Design cm0_pmu_cdc_req_ctrl_flat, sky130hd; sources not shown.
==> images/metal_stack.png <==
(8 px per um)
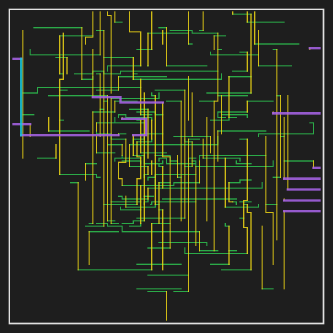
colour	layer	wire length
yellow	met2	629 um
green	met1	523 um
purple	met3	56.3 um
cyan	met4	9.50 um
routed vias: 421
WL per Instance: 13.84 um
WL final: 1218 um
GRT Total Usage: 19.00%

==> images/final_clocks.png <==
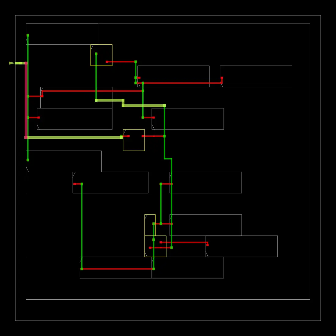
clk_lat worst skew: 0.28 ns
flop count: 13
TritonCTS Buffers: 3
clock buf count: 4
Clock Sinks: 13

==> images/met3.png <==
(12 px per um)
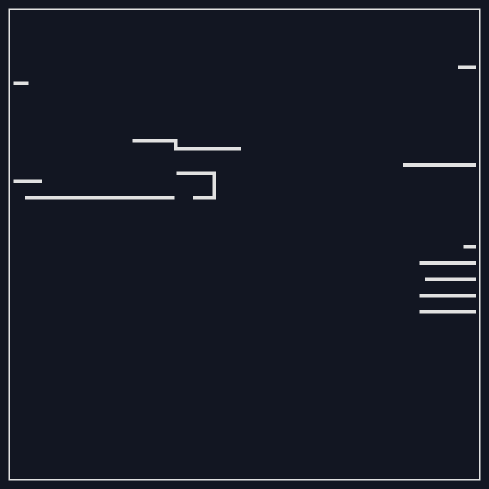
main direction	horizontal
wire length on this layer	56.3 um
longest straight run	12.2 um
GR Layer Usage met3: 5.202%

==> images/gate_families.png <==
(8 px per um)
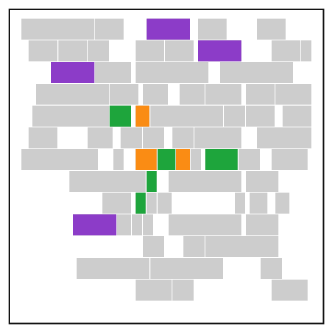
colour	family	cells
purple	multiplexers	4
green	NAND gates	5
orange	inverting AOI/OAI gates	3
most common logic cell in the routed design: clkdlybuf4s50_1
Comb area share: 23.61%
non-filler cells, final: 88

==> results_slide.txt <==
Synthesis and Place & Route Summary

CTS
  • CTS root buf: clkbuf_4
  • Clk slew on worst S/H paths: 0.08 ns
  • H-tree Lvls: 1
  • CTS tree: done
  • Max clock buf depth: 2

Run status
  • Violated checks: setup timing
  • Status: finished with violations

Synthesis
  • YS chip area: 564.3 um2
  • Mapped Cells: 42
  • Yosys warning tally: 0
  • Count leader, synth: dfrtp_1
  • Dominant cell area share: 44.35%
  • Netlist cell types: 21
  • Register share after synthesis: 58.31%
  • Mapped Nets: 50
  • Top cells by count, synth: dfrtp_1, mux2_4, nor2_1, dfstp_2
  • Area leader, netlist: dfrtp_1
  • Synth Cell Area: 564.3 um2
  • Top_reg_cell synth: dfrtp_1
  • Top cells by area, synth: dfrtp_1, dfstp_2, mux2_4

Floorplanning
  • Num rows: 13
  • Io pins: 21
  • Die Wd: 39.10 um
  • FP Core Util: 43.91%
  • Core ar.: 1285 um2
  • Die Ht: 39.10 um

Pwr
  • Worst VDD drop: 741.3 uV
  • Clk pwr share: 13.9%
  • Switch share: 30.71%
  • Cell Int Power: 0.9121 mW
  • Reg power frac: 36.2%
  • Leakage power: 0.4672 nW
  • Combinational power share: 50.0%
  • NetSw: 0.4042 mW
  • P per Cell Area: 1496 nW/um2

STA
  • Period utilization: 100.7%
  • Final Hold Viols: 0
  • Setup violations, final: 1
  • Setup WS post-layout: -0.01219 ns
  • Max Fclk: 567.5 MHz
  • Fin. max-slew vios: 0
  • Unrepaired setup endpoints after global routing: true
  • Setup TNS: -0.01219 ns
  • Final min period: 1.762 ns

Setup path
  • Worst EP arrival: 1.26 ns
  • R2R Setup Slk: 0.11 ns
  • CP max FO: 2
  • Kind of start point of the critical path: flip-flop
  • Setup CP Type: reg -> out
  • Cell depth of the worst flop-to-flop path: 6

Hold path
  • Tightest Hold Check Type: reg -> reg
  • Hold path depth: 0

Global routing
  • Largest net degree at the start of global routing: 14
  • GRT overflow: 0
  • Vias in the first global route: 368

Placed design
  • Routability cong.: 0.7217
  • Number of port buffers: 19
  • Placed cell area: 818.3 um2
  • Post-place setup slack: -0.4155 ns

Final layout
  • Area grow syn2layout: 55.88%
  • Layout cells sized above 1: 34.25%
  • Fin area: 879.6 um2
  • Number of flip-flops in the largest register: 4
  • Ant diodes: 0
  • Final core utilization: 68.45%

Route
  • TritonRoute pass-1 iters: 4
  • Antenna-violating nets left: 0
  • Starting DRT DRC Count: 10

Job
  • # Max-Cap Violations: 0
  • Tool warnings: 27
[per-stage QoR]
stage                     total power, mW  hold WS, ns  std cells
after floorplan                    0.7793     -0.09559         42
after global placement              1.090       0.1960         82
after detailed placement            1.107       0.1976         82
after CTS                           1.302       0.2126         86
after global routing                1.407       0.2126         88
final                               1.316       0.2190         88
[metal layers]
metal,up-vias,GRT usage [%],part of all wire [%]
met1,202,23.90,43
met5,-,0,0
met2,13,29.17,52
li1,204,-,-
met4,0,10.34,0.74
met3,2,5.202,4.6
[cell usage in the layout (no fill, tap or decap)]
cell             Yosys  routed
mux2_4               4       4
inv_6                1       1
buf_6                0       2
dfrtp_1             10      10
a21oi_1              2       2
and2_1               1       1
nand3b_1             1       1
and4bb_4             1       1
clkdlybuf4s50_1      0      12
o211ai_1             1       1
buf_2                0       1
dlygate4sd3_1        0       1
and3b_2              1       1
nand2b_1             1       1
buf_4                2       7
a22o_1               1       1
clkbuf_1             0       1
dfstp_2              3       3
clkbuf_4             0       3
conb_1               1       1
nand2_1              2       2
dlymetal6s2s_1       0       6
nand2_4              1       1
o22a_1               1       1
nor2_1               4       4
nor3_1               2       2
nor3b_4              1       1
inv_1                1       1
[layout make-up]
cell class / instances / area [um2]
clock buffer: 4 / 26.28
fill: 96 / 405.4
inverter: 2 / 12.51
multi-input combinational: 25 / 207.7
sequential: 13 / 329.1
tap: 15 / 18.77
timing repair buffer: 29 / 285.3
[critical path, cell delays in order (launching register included)]
cell	delay, ns
dfstp_2	0.54
and4bb_4	0.24
and2_1	0.11
buf_2	0.10
[power groups by stage]
stage	combinational, mW	clock, mW	sequential [mW]
final	0.658	0.183	0.476
after global routing	0.724	0.195	0.487
after CTS	0.641	0.188	0.472
after detailed placement	0.629	0	0.478
after global placement	0.620	0	0.471
after floorplan	0.270	0	0.510
[cell families (layout without fill, tap and decap cells)]
kind of cell	count (synthesis)	in the layout	synth area share, %
flip-flops	13	13	58.32
multiplexers	4	4	10.64
buffers and inverters	4	35	4.877
AND-OR/OR-AND	5	5	6.210
other	1	1	0.6646
AND/OR/NAND/NOR	15	15	19.29
No activity file was given, so power comes from the tool's default toggle rates.
